`src/rtl/mac_stream.sv`:
```
// Streaming fixed-point MAC: LANES-wide beats accumulate into one
// saturated DATA_W result per vector, with optional bias and ReLU.
`timescale 1ns/1ps
module mac_stream #(
  parameter int LANES     = 4,
  parameter int DATA_W    = 16,
  parameter int FRAC_BITS = 8,
  parameter int ACC_W     = 40,
  parameter int CNT_W     = 8
) (
  input  logic                      clk,
  input  logic                      reset,
  input  logic                      in_valid,
  output logic                      in_ready,
  input  logic                      in_last,
  input  logic [LANES*DATA_W-1:0]   in_data,
  input  logic [LANES*DATA_W-1:0]   in_weight,
  input  logic [DATA_W-1:0]         bias,
  input  logic                      relu_en,
  output logic                      out_valid,
  input  logic                      out_ready,
  output logic [DATA_W-1:0]         out_data,
  output logic                      out_sat,
  output logic [CNT_W-1:0]          out_beats
);

  typedef enum logic [1:0] {
    IDLE  = 2'd0,
    ACCUM = 2'd1,
    OUT   = 2'd2
  } state_e;

  localparam int PW = 2 * DATA_W;

  localparam logic signed [ACC_W-1:0] MAX_V =
    {{(ACC_W-DATA_W+1){1'b0}}, {(DATA_W-1){1'b1}}};
  localparam logic signed [ACC_W-1:0] MIN_V =
    {{(ACC_W-DATA_W+1){1'b1}}, {(DATA_W-1){1'b0}}};

  state_e state_q, state_d;

  logic signed [ACC_W-1:0] acc_q, acc_d;
  logic [CNT_W-1:0]        cnt_q, cnt_d;
  logic                    relu_q, relu_d;
  logic [DATA_W-1:0]       res_q, res_d;
  logic                    sat_q, sat_d;
  logic [CNT_W-1:0]        beats_q, beats_d;

  logic signed [PW-1:0]    prod [LANES];
  logic signed [ACC_W-1:0] lane_sum;
  logic signed [ACC_W-1:0] bias_ext;
  logic signed [ACC_W-1:0] acc_nxt;
  logic signed [ACC_W-1:0] r_shift;
  logic signed [ACC_W-1:0] r_relu;
  logic [CNT_W-1:0]        cnt_nxt;
  logic [DATA_W-1:0]       res_nxt;
  logic                    sat_nxt;
  logic                    first;
  logic                    relu_sel;
  logic                    accept;

  for (genvar k = 0; k < LANES; k++) begin : g_lane
    assign prod[k] =
      $signed(in_data[k*DATA_W +: DATA_W]) *
      $signed(in_weight[k*DATA_W +: DATA_W]);
  end

  always_comb begin
    lane_sum = '0;
    for (int k = 0; k < LANES; k++) begin
      lane_sum = lane_sum +
        {{(ACC_W-PW){prod[k][PW-1]}}, prod[k]};
    end
  end

  // Bias is aligned to the product's 2*FRAC_BITS fraction.
  assign bias_ext = {{(ACC_W-DATA_W-FRAC_BITS){bias[DATA_W-1]}},
                     bias, {FRAC_BITS{1'b0}}};

  assign first    = (state_q == IDLE);
  assign relu_sel = first ? relu_en : relu_q;
  assign acc_nxt  = (first ? bias_ext : acc_q) + lane_sum;
  assign r_shift  = acc_nxt >>> FRAC_BITS;
  assign r_relu   = (relu_sel && r_shift[ACC_W-1]) ? '0 : r_shift;

  always_comb begin
    if (first) begin
      cnt_nxt = CNT_W'(1);
    end else if (&cnt_q) begin
      cnt_nxt = cnt_q;
    end else begin
      cnt_nxt = cnt_q + CNT_W'(1);
    end
  end

  always_comb begin
    res_nxt = r_relu[DATA_W-1:0];
    sat_nxt = 1'b0;
    unique case (1'b1)
      (r_relu > MAX_V): begin
        res_nxt = {1'b0, {(DATA_W-1){1'b1}}};
        sat_nxt = 1'b1;
      end
      (r_relu < MIN_V): begin
        res_nxt = {1'b1, {(DATA_W-1){1'b0}}};
        sat_nxt = 1'b1;
      end
      default: ;
    endcase
  end

  always_ff @(posedge clk or negedge reset) begin
    if (!reset) begin
      state_q <= IDLE;
      acc_q   <= '0;
      cnt_q   <= '0;
      relu_q  <= 1'b0;
      res_q   <= '0;
      sat_q   <= 1'b0;
      beats_q <= '0;
    end else begin
      state_q <= state_d;
      acc_q   <= acc_d;
      cnt_q   <= cnt_d;
      relu_q  <= relu_d;
      res_q   <= res_d;
      sat_q   <= sat_d;
      beats_q <= beats_d;
    end
  end

  always_comb begin
    state_d = state_q;
    acc_d   = acc_q;
    cnt_d   = cnt_q;
    relu_d  = relu_q;
    res_d   = res_q;
    sat_d   = sat_q;
    beats_d = beats_q;
    unique case (state_q)
      IDLE, ACCUM: begin
        if (accept) begin
          acc_d  = acc_nxt;
          cnt_d  = cnt_nxt;
          relu_d = relu_sel;
          if (in_last) begin
            state_d = OUT;
            res_d   = res_nxt;
            sat_d   = sat_nxt;
            beats_d = cnt_nxt;
          end else begin
            state_d = ACCUM;
          end
        end
      end
      OUT: begin
        if (out_ready) begin
          state_d = IDLE;
        end
      end
      default: state_d = IDLE;
    endcase
  end

  always_comb begin
    in_ready  = (state_q != OUT);
    out_valid = (state_q == OUT);
    accept    = in_valid && in_ready;
    out_data  = res_q;
    out_sat   = sat_q;
    out_beats = beats_q;
  end

endmodule

```
`config.mk`:
```
export PLATFORM = sky130hd
export DESIGN_NAME = mac_stream
export DESIGN_NICKNAME = d
export VERILOG_FILES = /design/src/rtl/mac_stream.sv
export SDC_FILE = /design/constraint.sdc
export NUM_CORES = 2
export LEC_CHECK = 0
export ABC_AREA = 1
export CAP_MARGIN = 10
export CORE_AREA = 2 2 375 265
export DETAILED_ROUTE_END_ITERATION = 8
export DIE_AREA = 0 0 377 267
export DONT_BUFFER_PORTS = 1
export HOLD_SLACK_MARGIN = 0.05
export PLACE_DENSITY = 0.75
export SYNTH_ARGS = -nofsm -noshare
export SYNTH_HDL_FRONTEND = slang
export SYNTH_SLANG_ARGS = --single-unit
export TNS_END_PERCENT = 20
```
`constraint.sdc`:
```
create_clock -name clk -period 7.5 [get_ports clk]
set_clock_uncertainty 0.05 [all_clocks]
set_input_delay 1.125 -clock clk [delete_from_list [all_inputs] [get_ports clk]]
set_output_delay 1.125 -clock clk [all_outputs]
set_load 0.03 [all_outputs]
```
### Local utilization

Bar = 100 microns. The die is cut into 38 by 27 equal tiles; dark blue is low, red is high, 0 to 100% covered.
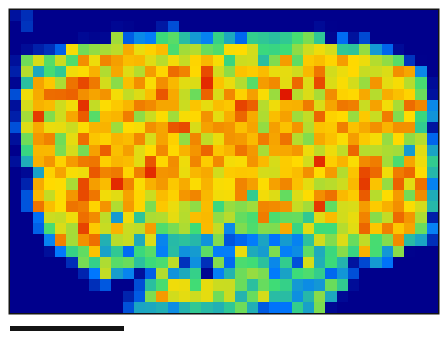
nearly empty tiles = 19%
densest ninth of the die = middle
fullest tile = 97%
tiles over 75% full = 31%
FP Util: 0.506
Placeable Area: 97300 sq um

### Congestion heat map

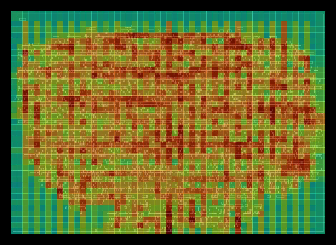
GRT Total Usage: 0.275
met3 usage: 0.0602
GR peak layer: met2

### M4 wires

Cells faint in the background.
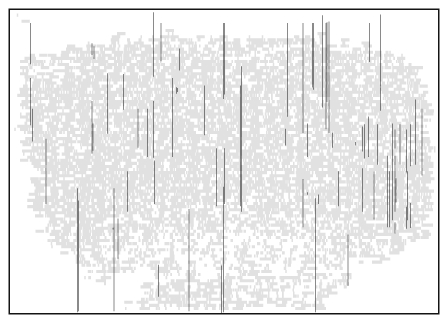
wire length on this layer = 3700 microns
share of all routed wire = 2.9%
Post-Route WL: 129000 microns
routed vias: 35.5k

### Met2 routing

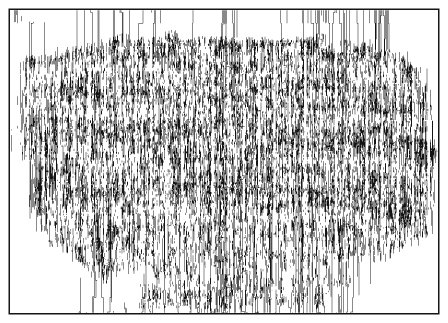
nets with wire on the layer = 6433
wire length on this layer = 58.0 mm
longest straight run = 96.9 microns
main direction = vertical
share of all routed wire = 45%
met2 Resource Use GR: 0.420

==> out/results.ini <==
[finish]
comb_area_sq_um = 39900
seq_cell_count = 76
dominant_cells = logic gates
regMostFlops = acc_q
area_growth_pct = 8.73
drive_above_1_share = 0.0989
fin_nets = 7711

[timing]
fin_hold_ws_ns = 0.407
tightest_slew_ns = 0.711
finalSetupViolations = 48
rsz0062_at_grt = true
worst_slew_margin_rel = 0.526
timing.final.ws_setup_ns = -1.67
max_freq_mhz = 109

[logic_synthesis]
syn_inst = 5849
most_common_cell = inv_1
compound_area_frac = 0.0163
top_area_frac = 0.552
ys_sh_adder = 0.634
synth_async_sr_flop_share = 1.00
ys_seq_share = 0.0386
xor_area_frac = 0.00480
synth-edff-count = 0
synth_flop_count = 76
synth_area_leader_cell = fa_1
ys_warn_count = 0

[cts]
cts_resized = 115
insertion_delay_ns = 0.36
clk_pin_slew_ns = 0.07
numCtsBuffers = 9

[critical_path]
required_ns = 7.69
crit_start = in_weight[47]
path_depth = 34
r2r-start = state_q[1]
crit_fanout = 7

[place]
io_buffers = 0
dp_hpwl_microns = 118000
place_area_sq_um = 52300

[run_status]
status = finished, violations left
violations = setup timing

[routing]
wl_met1_microns = 54700
final_antenna_net_count = 0
vias_per_cell = 4.96

[die]
num_tap_cells = 1274
die_w_microns = 377
die_h_microns = 267

[flow_run]
tool_warnings = 31

[grt]
antenna_found_initial = 1

